### src/rtl/vga_timing.sv
// 800x600@60 raster timing generator: free-running h/v counters with
// sync/blank decodes and a frame tick, all registered and cycle-aligned.
module vga_timing #(
  parameter int H_VISIBLE = 800,
  parameter int H_FRONT   = 40,
  parameter int H_SYNC    = 128,
  parameter int H_BACK    = 88,
  parameter int V_VISIBLE = 600,
  parameter int V_FRONT   = 1,
  parameter int V_SYNC    = 4,
  parameter int V_BACK    = 23
) (
  input  logic        pclk,
  input  logic        reset,
  output logic [10:0] hcount,
  output logic        hsync,
  output logic        hblnk,
  output logic [10:0] vcount,
  output logic        vsync,
  output logic        vblnk,
  output logic        frame_tick
);

  localparam int H_TOTAL = H_VISIBLE + H_FRONT + H_SYNC + H_BACK;
  localparam int V_TOTAL = V_VISIBLE + V_FRONT + V_SYNC + V_BACK;

  localparam logic [10:0] H_LAST   = 11'(H_TOTAL - 1);
  localparam logic [10:0] V_LAST   = 11'(V_TOTAL - 1);
  localparam logic [10:0] HB_START = 11'(H_VISIBLE);
  localparam logic [10:0] HS_START = 11'(H_VISIBLE + H_FRONT);
  localparam logic [10:0] HS_END   = 11'(H_VISIBLE + H_FRONT + H_SYNC - 1);
  localparam logic [10:0] VB_START = 11'(V_VISIBLE);
  localparam logic [10:0] VS_START = 11'(V_VISIBLE + V_FRONT);
  localparam logic [10:0] VS_END   = 11'(V_VISIBLE + V_FRONT + V_SYNC - 1);

  logic [10:0] hcount_q, hcount_d, vcount_q, vcount_d;
  logic        hsync_q, hsync_d, hblnk_q, hblnk_d;
  logic        vsync_q, vsync_d, vblnk_q, vblnk_d;
  logic        frame_tick_q, frame_tick_d;
  logic [10:0] hcount_nxt, vcount_nxt;
  logic        hwrap, vwrap;

  always_comb begin
    hwrap      = (hcount_q == H_LAST);
    vwrap      = (vcount_q == V_LAST);
    hcount_nxt = hwrap ? 11'd0 : hcount_q + 11'd1;
    vcount_nxt = vcount_q;
    if (hwrap) vcount_nxt = vwrap ? 11'd0 : vcount_q + 11'd1;
  end

  // Decodes look at the next counts so they land in the same register stage.
  always_comb begin
    hcount_d     = hcount_nxt;
    vcount_d     = vcount_nxt;
    hblnk_d      = (hcount_nxt >= HB_START);
    hsync_d      = (hcount_nxt >= HS_START) && (hcount_nxt <= HS_END);
    vblnk_d      = (vcount_nxt >= VB_START);
    vsync_d      = (vcount_nxt >= VS_START) && (vcount_nxt <= VS_END);
    frame_tick_d = hwrap && vwrap;
    if (reset) begin
      hcount_d     = 11'd0;
      vcount_d     = 11'd0;
      hblnk_d      = 1'b0;
      hsync_d      = 1'b0;
      vblnk_d      = 1'b0;
      vsync_d      = 1'b0;
      frame_tick_d = 1'b0;
    end
  end

  always_ff @(posedge pclk) begin
    hcount_q     <= hcount_d;
    vcount_q     <= vcount_d;
    hblnk_q      <= hblnk_d;
    hsync_q      <= hsync_d;
    vblnk_q      <= vblnk_d;
    vsync_q      <= vsync_d;
    frame_tick_q <= frame_tick_d;
  end

  assign hcount     = hcount_q;
  assign vcount     = vcount_q;
  assign hblnk      = hblnk_q;
  assign hsync      = hsync_q;
  assign vblnk      = vblnk_q;
  assign vsync      = vsync_q;
  assign frame_tick = frame_tick_q;

endmodule
### config.mk
export PLATFORM = sky130hd
export DESIGN_NAME = vga_timing
export DESIGN_NICKNAME = d
export VERILOG_FILES = /design/src/rtl/vga_timing.sv
export SDC_FILE = /design/constraint.sdc
export NUM_CORES = 1
export LEC_CHECK = 0
export ABC_AREA = 1
export CORE_MARGIN = 4
export CORE_UTILIZATION = 30
export CTS_CLUSTER_DIAMETER = 150
export DETAILED_ROUTE_END_ITERATION = 8
export GPL_TIMING_DRIVEN = 0
export REMOVE_ABC_BUFFERS = 1
export SLEW_MARGIN = 20
export SYNTH_ARGS = -nofsm -noshare
export SYNTH_HDL_FRONTEND = slang
export SYNTH_SLANG_ARGS = --single-unit
### constraint.sdc
create_clock -name pclk -period 2.26 [get_ports pclk]
set_input_delay 0.452 -clock pclk [delete_from_list [all_inputs] [get_ports pclk]]
set_output_delay 0.452 -clock pclk [all_outputs]
set_load 0.02 [all_outputs]
==> out/results.ini, run 1 <==
[pwr]
power_leakage_nw = 0.907
p_per_area_mw_per_mm2 = 391
max-vdd-ir-drop_mv = 0.277

[clocking]
cts-buffers-inserted = 3
postCtsHoldBufs = 0
clk_pin_slew_ns = 0.10
cts_sinks = 27
root_buffer = clkbuf_8
cts_buffer_depth = 2
cts_tree = built
ctsHtreeMaxLevel = 1

[status]
status = finished, final reports clean

[detailed_routing]
first_iter_violations = 161
routed_via_density = 4.62
wl_per_cell_um = 11.4
firstDrtPassIters = 4
drcViolationCount = 0
dr_total_vias = 1674
final_antenna_net_count = 0
wl_mm = 4.13

[finish]
n_antenna_cell = 0
nNetsFinal = 298
drive_gt1_share_pct = 10.3
areaGrowthSynthToFinish_pct = 25.7
final_cell_area_sq_mm = 0.00210
fin_cells = 362

[floorplan]
die_w_um = 82.6
fp_util_pct = 31.9
fp.coreArea_sq_mm = 0.00524
die_y_um = 82.6
fp-row-count = 26
dieArea_sq_mm = 0.00683
ioPinCount = 29

[synth]
top_area_cell = dfxtp_1
synthFlopType = dfxtp_1
top_cells_by_area = dfxtp_1, nand2_1, nor2_1
netlist-cell-type-count = 28
ys_sh_simple_pct = 49.2
ys_cells = 261
synthAoiAreaFrac_pct = 3.59
top_cells_by_count = nand2_1, nor2_1, inv_1
synth_warnings = 0
synthArstFlopShare_pct = 0
synth_top_cell_by_count = nand2_1
synth_top_area_share_pct = 32.3
ys_sh_xor_pct = 3.67
synth_area_sq_mm = 0.00167
ys_top_logic_family = simple AND/OR/NAND/NOR gates
syn_inst = 261
syn_area_per_cell_sq_um = 6.40
postSynthSeqShare_pct = 32.3
edf_count = 0
numSynthFlops = 27
ys_area_sq_mm = 0.00167
synthAdderAreaFrac_pct = 2.25
ys_sh_mux_pct = 0

[placement]
dp_cells = 354
placed_area_sq_mm = 0.00201
port_buffers = 28
dp_hpwl_mm = 3.00
place_congestion = 0.866
pre_cts_slack_ns = 0.0401

[hold_path]
hold_end = hcount[0]
min_path_cells = 1
min_path_type = reg2reg
hp-start = hcount[0]

[worst_setup_path]
rr_endpoint = vsync
cpMostUsedCell = nor2_1
r2r_start = hcount[1]
r2r_cells = 12
critical_path.cell_chain = ha_1 > nand4_4 > nor2_8 > buf_4 > nand3_1 > nand2_1 > nand2_1 > nor2_1 > nand3_1 > nor2_1 > a21oi_1 > nor2_1
end_kind = flop
crit_path_top_delay_cell = dfxtp_1
crit_required_ns = 2.48
worstPathMaxFanout = 11
path_delay_family = simple AND/OR/NAND/NOR gates
reg2reg_slack_ns = 0.24
cp_num_buf_inv = 1
crit_type = reg2reg
critPathArrivalTime_ns = 2.24
startpoint_type = flop
max_stage_delay_ns = 0.41

[grt]
grt_usage_pct = 13.2
overflow = 0
grt_pass1_vias = 1534
antenna_found_initial = 0
grt_max_degree = 24
grt_pass1_wl_mm = 7.02

[sta]
fmax_mhz = 496
rsz0062_at_grt = no
fin_crit_ns = 2.02
slew_viol_final = 0
fin_hold_ws_ns = 0.488
finalHoldViolCount = 0
worst_pin_slew_ns = 0.944
worst_slack_ns = 0.243
setup_violations = 0
tns_ns = 0
period_used_pct = 89.3
timing.max_slew.rel_slack_pct = 36.9

[flow_run]
warning_count = 26
cap_violations = 0

[run 1: registers in the layout (all words and copies together) (netlist names)]
signal	count
frame_tick	1
hblnk	1
hcount	11
hsync	1
vblnk	1
vcount	11
vsync	1
[run 1: worst reg2reg max path, delay by kind of cell, from the launching register on]
kind | cells | cell delay (ns)
AOI/OAI and AO/OA | 1 | 0.05
adders and majority gates | 1 | 0.27
buffers and inverters | 1 | 0.21
DFF | 1 | 0.41
and+or+nand+nor | 9 | 1.02
[run 1: metal layers]
layer  share of wire [%]  global-route usage (%)  vias to the layer above
met5                   0                       0                        -
met4                 2.2                    4.90                        0
met3                 6.2                    1.41                        6
met2                  43                    20.8                       56
met1                  48                    18.5                      724
li1                    -                       -                      888
[run 1: power breakdown]
group | leakage (nW) | switching, mW | internal, mW
registers | 0.219 | 0.00724 | 0.480
logic | 0.666 | 0.0231 | 0.0156
clock network | 0.0217 | 0.169 | 0.126
[run 1: what timing repair did]
item                                    CTS  global route
resized                                   0             5
buffers inserted                          0             4
endpoints found under the setup margin    0             3
[run 1: metrics by stage]
step / utilization [%] / power, mW
after detailed placement: 38.3 / 0.538
after global routing: 40.1 / 0.861
after global placement: 38.3 / 0.538
after CTS: 39.2 / 0.840
final: 40.1 / 0.821
after floorplan: - / 0.517
[run 1: worst max path at each step]
stage,startpoint,endpoint,cells after the start
after CTS,hcount[0],vsync,12
after floorplan,hcount[0],vsync,12
after detailed placement,hcount[0],vsync,12
after global routing,hcount[1],hblnk,11
after global placement,hcount[0],vsync,12
final,hcount[1],vsync,12
[run 1: final cells by class]
cell class                 instances  area [sq um]
clock inverter                     1          7.51
tap                               70          87.6
inverter                          30           118
clock buffer                       3          41.3
timing repair buffer              32           310
sequential                        27           543
multi-input combinational        199           993
fill                             552          3140
[run 1: logic make-up (layout without fill, tap and decap cells)]
logic type / after synthesis / after routing
fa+ha+maj: 3 / 3
compound gates: 11 / 11
buf+inv: 35 / 66
simple gates: 178 / 178
flops: 27 / 27
xor+xnor: 7 / 7
[run 1: layout by cell type, fill, tap and decap left out, types with 2 or more instances in the layout]
cell type | Yosys | layout
nor3_1 | 6 | 5
nand2_2 | 5 | 5
nand3_2 | 2 | 3
nand3_1 | 25 | 24
clkbuf_8 | 0 | 3
nor2_4 | 2 | 2
dfxtp_1 | 27 | 25
nor2_2 | 2 | 2
buf_4 | 0 | 4
clkdlybuf4s50_1 | 0 | 28
ha_1 | 3 | 2
xor2_1 | 7 | 7
inv_1 | 28 | 28
nand2_1 | 69 | 69
nor2_1 | 53 | 53
dfxtp_2 | 0 | 2
a21oi_1 | 8 | 8
nand4_1 | 8 | 8
Run 1, cells by drive strength:
Scale bar: 20 um.
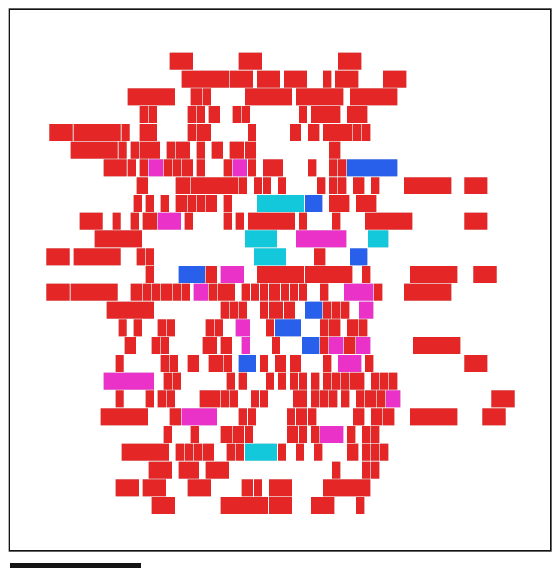
colour	size	cells	share
magenta	x2	17	5.8%
cyan	x6 and larger	5	1.7%
red	x1 and smaller	262	90%
blue	x3 and x4	8	2.7%

Run 1, the clock network:
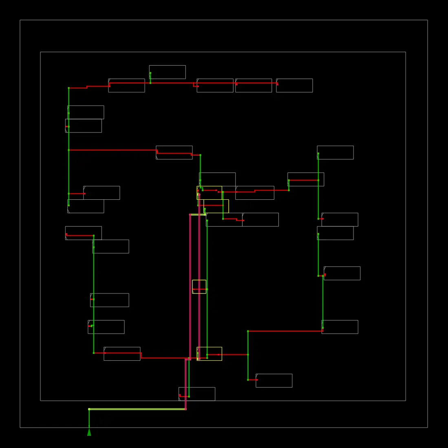
clk_lat worst skew: 0.28 ns
Setup Skew: 0.00437 ns

Run 1, cells coloured by class:
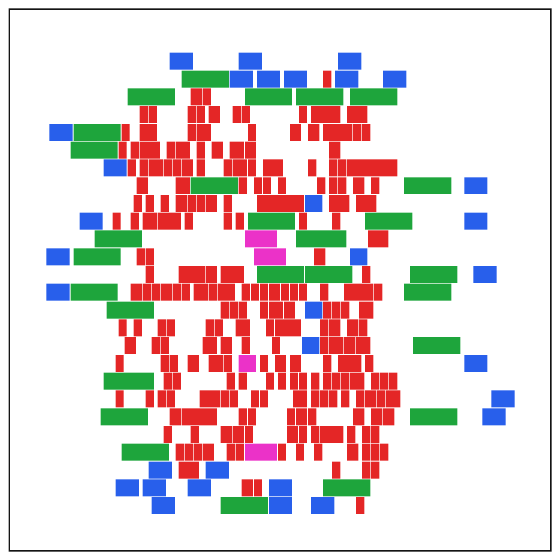
colour	class	cells
red	remaining logic cells	229
magenta	clock drivers and dummy loads	4
blue	remaining buffers and delay cells	32
green	sequential cells	27

Run 1, routed clock nets over the placement:
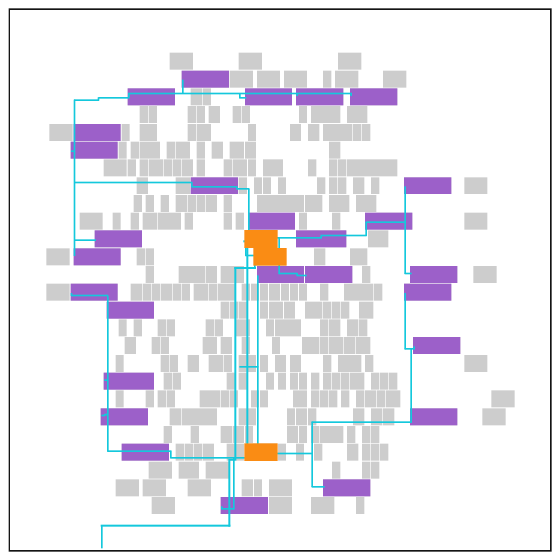
[purple] flip-flops | count: 27
[orange] clock-net drivers | count: 3
[cyan] clock wires | length: 423 um
flops lie	spread over the die

Run 1, I/O nets highlighted:
Scale bar: 20 um.
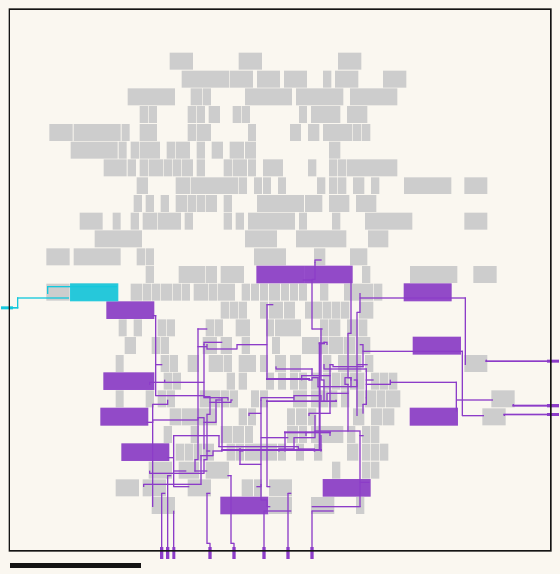

==> inputs of run 2 (changes only) <==
--- a/config.mk
+++ b/config.mk
@@ -7,10 +7,11 @@
 export LEC_CHECK = 0
 export ABC_AREA = 1
 export CORE_MARGIN = 4
-export CORE_UTILIZATION = 30
+export CORE_UTILIZATION = 45
 export CTS_CLUSTER_DIAMETER = 150
 export DETAILED_ROUTE_END_ITERATION = 8
 export GPL_TIMING_DRIVEN = 0
+export PLACE_DENSITY = 0.7
 export REMOVE_ABC_BUFFERS = 1
 export SLEW_MARGIN = 20
 export SYNTH_ARGS = -nofsm -noshare
Run 2, I/O nets highlighted:
Scale bar: 20 um.
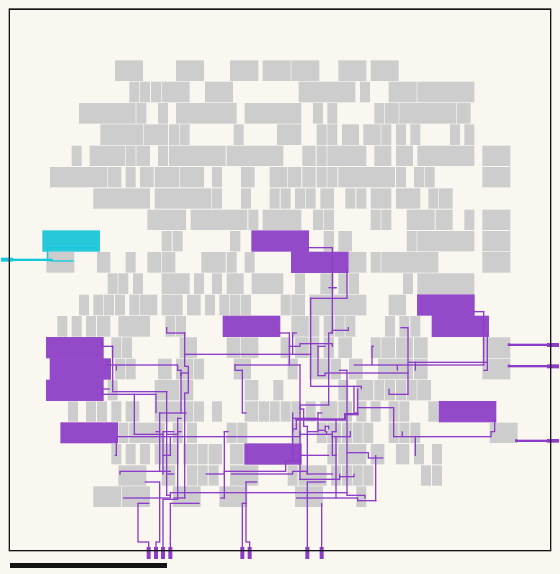
colour	port	direction	edge	end cells	buffers	wire
cyan	vblnk	output	west	1	1	15.9 um
purple	vcount	output	8 south, 3 east	11	11	647 um

==> run 2 against run 1 <==
Total power shrank 2.3%. Final cell count is 7.2% lower. Routed wire length is 4.4% lower. Sequential share of layout area increased by 0.46 points. Final area shrank 2.0%. Critical endpoint unchanged.
==> out/results.ini, run 2 <==
[synth]
ys_sh_simple_pct = 49.2  ; unchanged
synthAdderAreaFrac_pct = 2.25  ; unchanged
postSynthSeqShare_pct = 32.3  ; unchanged
synthAoiAreaFrac_pct = 3.59  ; unchanged
top_cells_by_count = nand2_1, nor2_1, inv_1
ys_sh_xor_pct = 3.67  ; unchanged
synthFlopType = dfxtp_1
syn_area_per_cell_sq_um = 6.40  ; unchanged
numSynthFlops = 27  ; unchanged
netlist-cell-type-count = 28  ; unchanged
ys_area_sq_mm = 0.00167  ; unchanged
ys_cells = 261  ; unchanged
synth_top_area_share_pct = 32.3  ; unchanged
ys_top_logic_family = simple AND/OR/NAND/NOR gates
synth_warnings = 0  ; unchanged
synthArstFlopShare_pct = 0  ; unchanged
syn_inst = 261  ; unchanged
synth_top_cell_by_count = nand2_1
edf_count = 0  ; unchanged
top_cells_by_area = dfxtp_1, nand2_1, nor2_1
synth_area_sq_mm = 0.00167  ; unchanged
ys_sh_mux_pct = 0  ; unchanged
top_area_cell = dfxtp_1

[detailed_routing]
wl_per_cell_um = 11.8  ; +3.0%
routed_via_density = 5.00  ; +8.1%
wl_mm = 3.95  ; -4.4%
final_antenna_net_count = 0  ; unchanged
drcViolationCount = 0  ; unchanged
dr_total_vias = 1680  ; +0.36%
firstDrtPassIters = 4  ; unchanged
first_iter_violations = 177  ; +9.9%

[floorplan]
fp-row-count = 21  ; -19%
die_w_um = 69.0  ; -17%
dieArea_sq_mm = 0.00475  ; -30%
die_y_um = 69.0  ; -17%
ioPinCount = 29  ; unchanged
fp.coreArea_sq_mm = 0.00347  ; -34%
fp_util_pct = 48.2  ; +16 points

[status]
status = finished, final reports clean

[pwr]
max-vdd-ir-drop_mv = 0.426  ; +54%
power_leakage_nw = 0.898  ; -0.95%
p_per_area_mw_per_mm2 = 389  ; -0.36%
report.power.total_mw = 0.802  ; -2.3%

[sta]
fin_crit_ns = 2.05  ; +0.0371 ns
slew_viol_final = 0  ; unchanged
worst_slack_ns = 0.205  ; -0.0371 ns
fmax_mhz = 487  ; -1.8%
timing.max_slew.rel_slack_pct = 41.6  ; +4.7 points
setup_violations = 0  ; unchanged
rsz0062_at_grt = no
tns_ns = 0  ; unchanged
fin_skew_ns = 0.0145  ; +0.0101 ns
finalHoldViolCount = 0  ; unchanged
worst_pin_slew_ns = 0.873  ; -0.0709 ns
period_used_pct = 90.9  ; +1.6 points

[placement]
pre_cts_slack_ns = 0.0656  ; +0.0255 ns
place_congestion = 0.894  ; +3.2%
dp_hpwl_mm = 2.98  ; -0.78%
dp_cells = 330  ; -6.8%
port_buffers = 28  ; unchanged

[grt]
antenna_found_initial = 0  ; unchanged
grt_max_degree = 24  ; unchanged
grt_pass1_wl_mm = 6.64  ; -5.4%
grt_usage_pct = 18.4  ; +5.2 points
grt_pass1_vias = 1472  ; -4.0%
overflow = 0  ; unchanged

[finish]
areaGrowthSynthToFinish_pct = 23.2
nNetsFinal = 296  ; -0.67%
n_antenna_cell = 0  ; unchanged
lay_top_count = nand2_1
drive_gt1_share_pct = 8.97  ; -1.3 points
lay_top_cells = nand2_1, nor2_1, inv_1, clkdlybuf4s50_1, dfxtp_1
fin_cells = 336  ; -7.2%

[worst_setup_path]
crit_start = hcount[0]
critPathArrivalTime_ns = 2.22  ; -0.02 ns
worstPathMaxFanout = 7  ; -4
crit_required_ns = 2.43  ; -0.05 ns
end_kind = flop
reg2reg_slack_ns = 0.21  ; -0.04 ns
r2r_start = hcount[0]
startpoint_type = flop
crit_type = reg2reg

[clocking]
cts-buffers-inserted = 3  ; unchanged
postCtsHoldBufs = 0  ; unchanged
root_buffer = clkbuf_8
clk_pin_slew_ns = 0.08  ; -0.02 ns
cts_sinks = 27  ; unchanged
clk_latency_ns = 0.28  ; about the same
ctsHtreeMaxLevel = 1  ; unchanged
cts_tree = built
cts_buffer_depth = 2  ; unchanged

[flow_run]
cap_violations = 0  ; unchanged
warning_count = 26  ; unchanged

[hold_path]
hp-start = hcount[0]
min_path_type = reg2reg

==> run 2: through the flow <==
stage	hold slack, ns	util [%]	instance area [sq um]
floorplan	0.519	-	1640
global placement	0.494	57.0	1980
detailed placement	0.495	57.0	1980
CTS	0.522	58.3	2020
global route	0.563	59.4	2060
finish	0.517	59.4	2060
==> run 2: cells by family after synthesis <==
kind of cell,Yosys count
xor+xnor,7
buf+inv,35
flops,27
compound gates,11
fa+ha+maj,3
simple gates,178
==> run 2: layer usage <==
| layer | vias to the layer above | wire length [um] | global-route usage, % |
|---|---|---|---|
| met5 | - | 0 | 0 |
| met2 | 38 | 1770 | 28.2 |
| met1 | 761 | 1970 | 26.1 |
| met4 | 0 | 44 | 5.84 |
| li1 | 879 | - | - |
| met3 | 2 | 170 | 3.08 |
==> run 2: final timing paths <==
path	end	depth (start not counted)
min	hcount[0]	1
min reg2reg	hcount[0]	1
max	vsync	13
max reg2reg	vsync	13
==> run 2: worst max-delay path, stage by stage (launching register included) <==
cell,delay (ns)
dfxtp_1,0.44
ha_2,0.27
nand4_4,0.15
nor2_8,0.21
buf_4,0.15
nand2_1,0.04
nand2_1,0.07
nand2_1,0.08
nor2_1,0.12
nand2_2,0.08
nor2_4,0.12
nand2_1,0.06
a21oi_1,0.12
nor2_1,0.05
==> run 2: area by class of cell <==
class / instances / area [sq um]
Fill cell: 359 / 1410
Multi-Input combinational cell: 199 / 988
Sequential cell: 27 / 542
Timing Repair Buffer: 30 / 308
Inverter: 30 / 118
Tap cell: 46 / 57.6
Clock buffer: 3 / 41.3
Clock inverter: 1 / 5.00
==> run 2: timing repair <==
action,4_1_cts,5_1_grt
gates resized,0,3
endpoints found under the setup margin,0,4
setup buffers,0,2
==> run 2: report_power, final <==
group	leakage (nW)	internal [mW]	switching [mW]
Sequential	0.219	0.480	0.00759
Combinational	0.654	0.0158	0.0238
Clock	0.0255	0.124	0.151
==> inputs of run 3 (changes only) <==
--- a/config.mk
+++ b/config.mk
@@ -10,6 +10,7 @@
 export CORE_UTILIZATION = 45
 export CTS_CLUSTER_DIAMETER = 150
 export DETAILED_ROUTE_END_ITERATION = 8
+export GPL_ROUTABILITY_DRIVEN = 0
 export GPL_TIMING_DRIVEN = 0
 export PLACE_DENSITY = 0.7
 export REMOVE_ABC_BUFFERS = 1
Run 3, I/O nets highlighted:
Scale bar: 20 um.
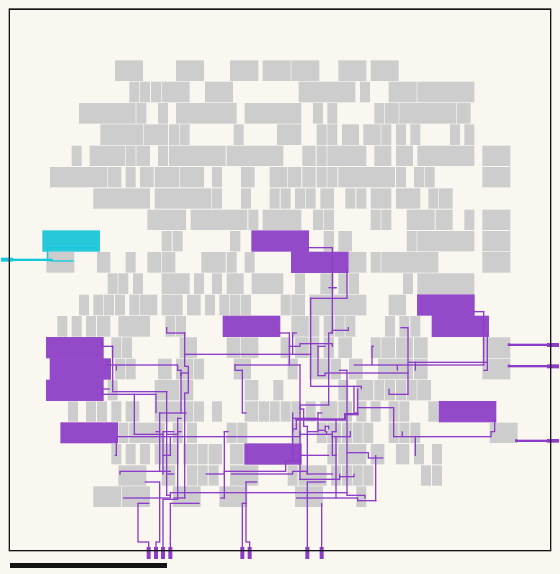
colour	port	direction	edge	end cells	buffers	wire
cyan	vblnk	output	west	1	1	15.9 um
purple	vcount	output	8 south, 3 east	11	11	647 um

==> run 3 against run 2 <==
Clock power hardly changed. Synthesized area unchanged. Final cell count did not move. Via count stayed put. Die area is the same. Critical endpoint unchanged.
==> out/results.ini, run 3 <==
[pwr]
comb_power_share_pct = 4.9  ; about the same
p_int_mw = 0.619  ; unchanged
power_frac_seq_pct = 60.8  ; about the same
power_switching_share_pct = 22.7  ; unchanged
power_leakage_nw = 0.898  ; unchanged
max-vdd-ir-drop_mv = 0.426  ; unchanged
p_switching_mw = 0.182  ; unchanged
clock_power_share_pct = 34.2  ; about the same
p_per_area_mw_per_mm2 = 389  ; unchanged

[worst_setup_path]
critPathArrivalTime_ns = 2.22  ; about the same
crit_path_top_delay_cell = dfxtp_1
r2r_cells = 13  ; unchanged
crit_start = hcount[0]
worstPathMaxFanout = 7  ; unchanged
crit_type = reg2reg
cpMostUsedCell = nand2_1
rr_endpoint = vsync
crit_required_ns = 2.43  ; about the same
endpoint = vsync
cp_num_buf_inv = 1  ; unchanged
critical_path.cell_chain = ha_2 > nand4_4 > nor2_8 > buf_4 > nand2_1 > nand2_1 > nand2_1 > nor2_1 > nand2_2 > nor2_4 > nand2_1 > a21oi_1 > nor2_1
worst-path-stages = 13  ; unchanged
reg2reg_slack_ns = 0.21  ; about the same
max_stage_delay_ns = 0.44  ; about the same
startpoint_type = flop
end_kind = flop
r2r_start = hcount[0]
path_delay_family = simple AND/OR/NAND/NOR gates

[detailed_routing]
wl_mm = 3.95  ; unchanged
first_iter_violations = 177  ; unchanged
drcViolationCount = 0  ; unchanged
wl_per_cell_um = 11.8  ; unchanged
routed_via_density = 5.00  ; unchanged
dr_total_vias = 1680  ; unchanged
firstDrtPassIters = 4  ; unchanged
final_antenna_net_count = 0  ; unchanged

[finish]
drive_gt1_share_pct = 8.97  ; unchanged
areaGrowthSynthToFinish_pct = 23.2  ; unchanged
comb_area_sq_um = 988  ; unchanged
n_fill_cell = 359  ; unchanged
n_antenna_cell = 0  ; unchanged
fin_cells = 336  ; unchanged
nNetsFinal = 296  ; unchanged
fin_util_pct = 59.4  ; unchanged
lay_top_count = nand2_1
flop_area_sq_um = 542  ; unchanged
lay_top_cells = nand2_1, nor2_1, inv_1, clkdlybuf4s50_1, dfxtp_1

[sta]
worst_pin_slew_ns = 0.873  ; unchanged
rsz0062_at_grt = no
setup_violations = 0  ; unchanged
fin_hold_ws_ns = 0.517  ; unchanged
slew_viol_final = 0  ; unchanged
period_used_pct = 90.9  ; unchanged
fin_crit_ns = 2.05  ; unchanged
tns_ns = 0  ; unchanged
worst_slack_ns = 0.205  ; unchanged
timing.max_slew.rel_slack_pct = 41.6  ; unchanged
finalHoldViolCount = 0  ; unchanged
fin_skew_ns = 0.0145  ; unchanged
fmax_mhz = 487  ; unchanged

[clocking]
cts_tree = built
clk_pin_slew_ns = 0.08  ; about the same
cts_sinks = 27  ; unchanged
cts_buffer_depth = 2  ; unchanged
postCtsHoldBufs = 0  ; unchanged
ctsHtreeMaxLevel = 1  ; unchanged
cts-buffers-inserted = 3  ; unchanged
root_buffer = clkbuf_8
clk_latency_ns = 0.28  ; about the same

[grt]
grt_pass1_vias = 1472  ; unchanged
use_met3_pct = 3.08  ; unchanged
grt_pass1_wl_mm = 6.64  ; unchanged
antenna_found_initial = 0  ; unchanged
overflow = 0  ; unchanged
use_met1_pct = 26.1  ; unchanged
grt_max_degree = 24  ; unchanged
grt_use_met2_pct = 28.2  ; unchanged
grt_busiest_layer = met2
grt_usage_pct = 18.4  ; unchanged

[floorplan]
fp_util_pct = 48.2  ; unchanged
die_w_um = 69.0  ; unchanged
dieArea_sq_mm = 0.00475  ; unchanged
fp.coreArea_sq_mm = 0.00347  ; unchanged
die_y_um = 69.0  ; unchanged
ioPinCount = 29  ; unchanged
fp-row-count = 21  ; unchanged

[synth]
top_area_cell = dfxtp_1
synth_top_area_share_pct = 32.3  ; unchanged
ys_area_sq_mm = 0.00167  ; unchanged
syn_inst = 261  ; unchanged
numSynthFlops = 27  ; unchanged
top_cells_by_area = dfxtp_1, nand2_1, nor2_1
synth_top_cell_by_count = nand2_1
ys_cells = 261  ; unchanged
synth_area_sq_mm = 0.00167  ; unchanged
syn_area_per_cell_sq_um = 6.40  ; unchanged
edf_count = 0  ; unchanged
netlist-cell-type-count = 28  ; unchanged
top_cells_by_count = nand2_1, nor2_1, inv_1
postSynthSeqShare_pct = 32.3  ; unchanged
synthFlopType = dfxtp_1
synth_warnings = 0  ; unchanged
synthArstFlopShare_pct = 0  ; unchanged

[status]
status = finished, final reports clean

[placement]
port_buffers = 28  ; unchanged
dp_cells = 330  ; unchanged
pre_cts_slack_ns = 0.0656  ; unchanged
dp_hpwl_mm = 2.98  ; unchanged

[flow_run]
cap_violations = 0  ; unchanged
warning_count = 26  ; unchanged

[hold_path]
min_path_type = reg2reg

run 3: cell counts after synthesis:
Identical to the previous run, type by type.
run 3: final cells by class:
| cell class | instances | share of cell area (%) |
|---|---|---|
| multi-input cells | 199 | 48.0 |
| clock inverters | 1 | 0.243 |
| well taps | 46 | 2.79 |
| inverters | 30 | 5.71 |
| flip-flops and latches | 27 | 26.3 |
| clock buffers | 3 | 2.00 |
| repair buffers | 30 | 14.9 |
run 3: kinds of logic (layout without fill, tap and decap cells):
| family | count (synthesis) | count (layout) | synth area share (%) |
|---|---|---|---|
| buffers and inverters | 35 | 64 | 8.98 |
| adder cells (fa/ha/maj) | 3 | 3 | 2.25 |
| XOR/XNOR | 7 | 7 | 3.67 |
| AND/OR/NAND/NOR | 178 | 178 | 49.2 |
| flip-flops | 27 | 27 | 32.3 |
| AND-OR/OR-AND | 11 | 11 | 3.59 |
run 3: power groups by stage:
| stage | Clock [mW] | Sequential, mW | Combinational [mW] |
|---|---|---|---|
| 4_1_cts | 0.286 | 0.487 | 0.0398 |
| 3_5_place_dp | 0 | 0.499 | 0.0395 |
| 3_3_place_gp | 0 | 0.499 | 0.0390 |
| 2_1_floorplan | 0 | 0.503 | 0.0139 |
| 5_1_grt | 0.303 | 0.489 | 0.0444 |
| 6_report | 0.274 | 0.487 | 0.0396 |
run 3: worst min path at each step:
stage | start | endpoint | slack, ns | cells past startpoint
floorplan | reset | hcount[1] | 0.52 | 1
global placement | hcount[0] | hcount[0] | 0.49 | 1
detailed placement | hcount[0] | hcount[0] | 0.49 | 1
CTS | hcount[0] | hcount[0] | 0.52 | 1
global route | hcount[0] | hcount[0] | 0.56 | 1
finish | hcount[0] | hcount[0] | 0.52 | 1
run 3: through the flow:
stage | instance area, sq um | power (mW)
after global routing | 2060 | 0.836
after floorplan | 1640 | 0.517
after CTS | 2020 | 0.813
after detailed placement | 1980 | 0.538
final | 2060 | 0.802
after global placement | 1980 | 0.538
run 3: repair_timing:
item,CTS,global route
buffers inserted,0,2
setup endpoints to repair,0,4
gates resized,0,3
run 3: layer usage:
layer	up-vias	share of wire, %
li1	879	-
met1	761	50
met2	38	45
met3	2	4.3
met4	0	1.1
met5	-	0
Power figures rest on the tool's default switching activity, not on a simulated workload.
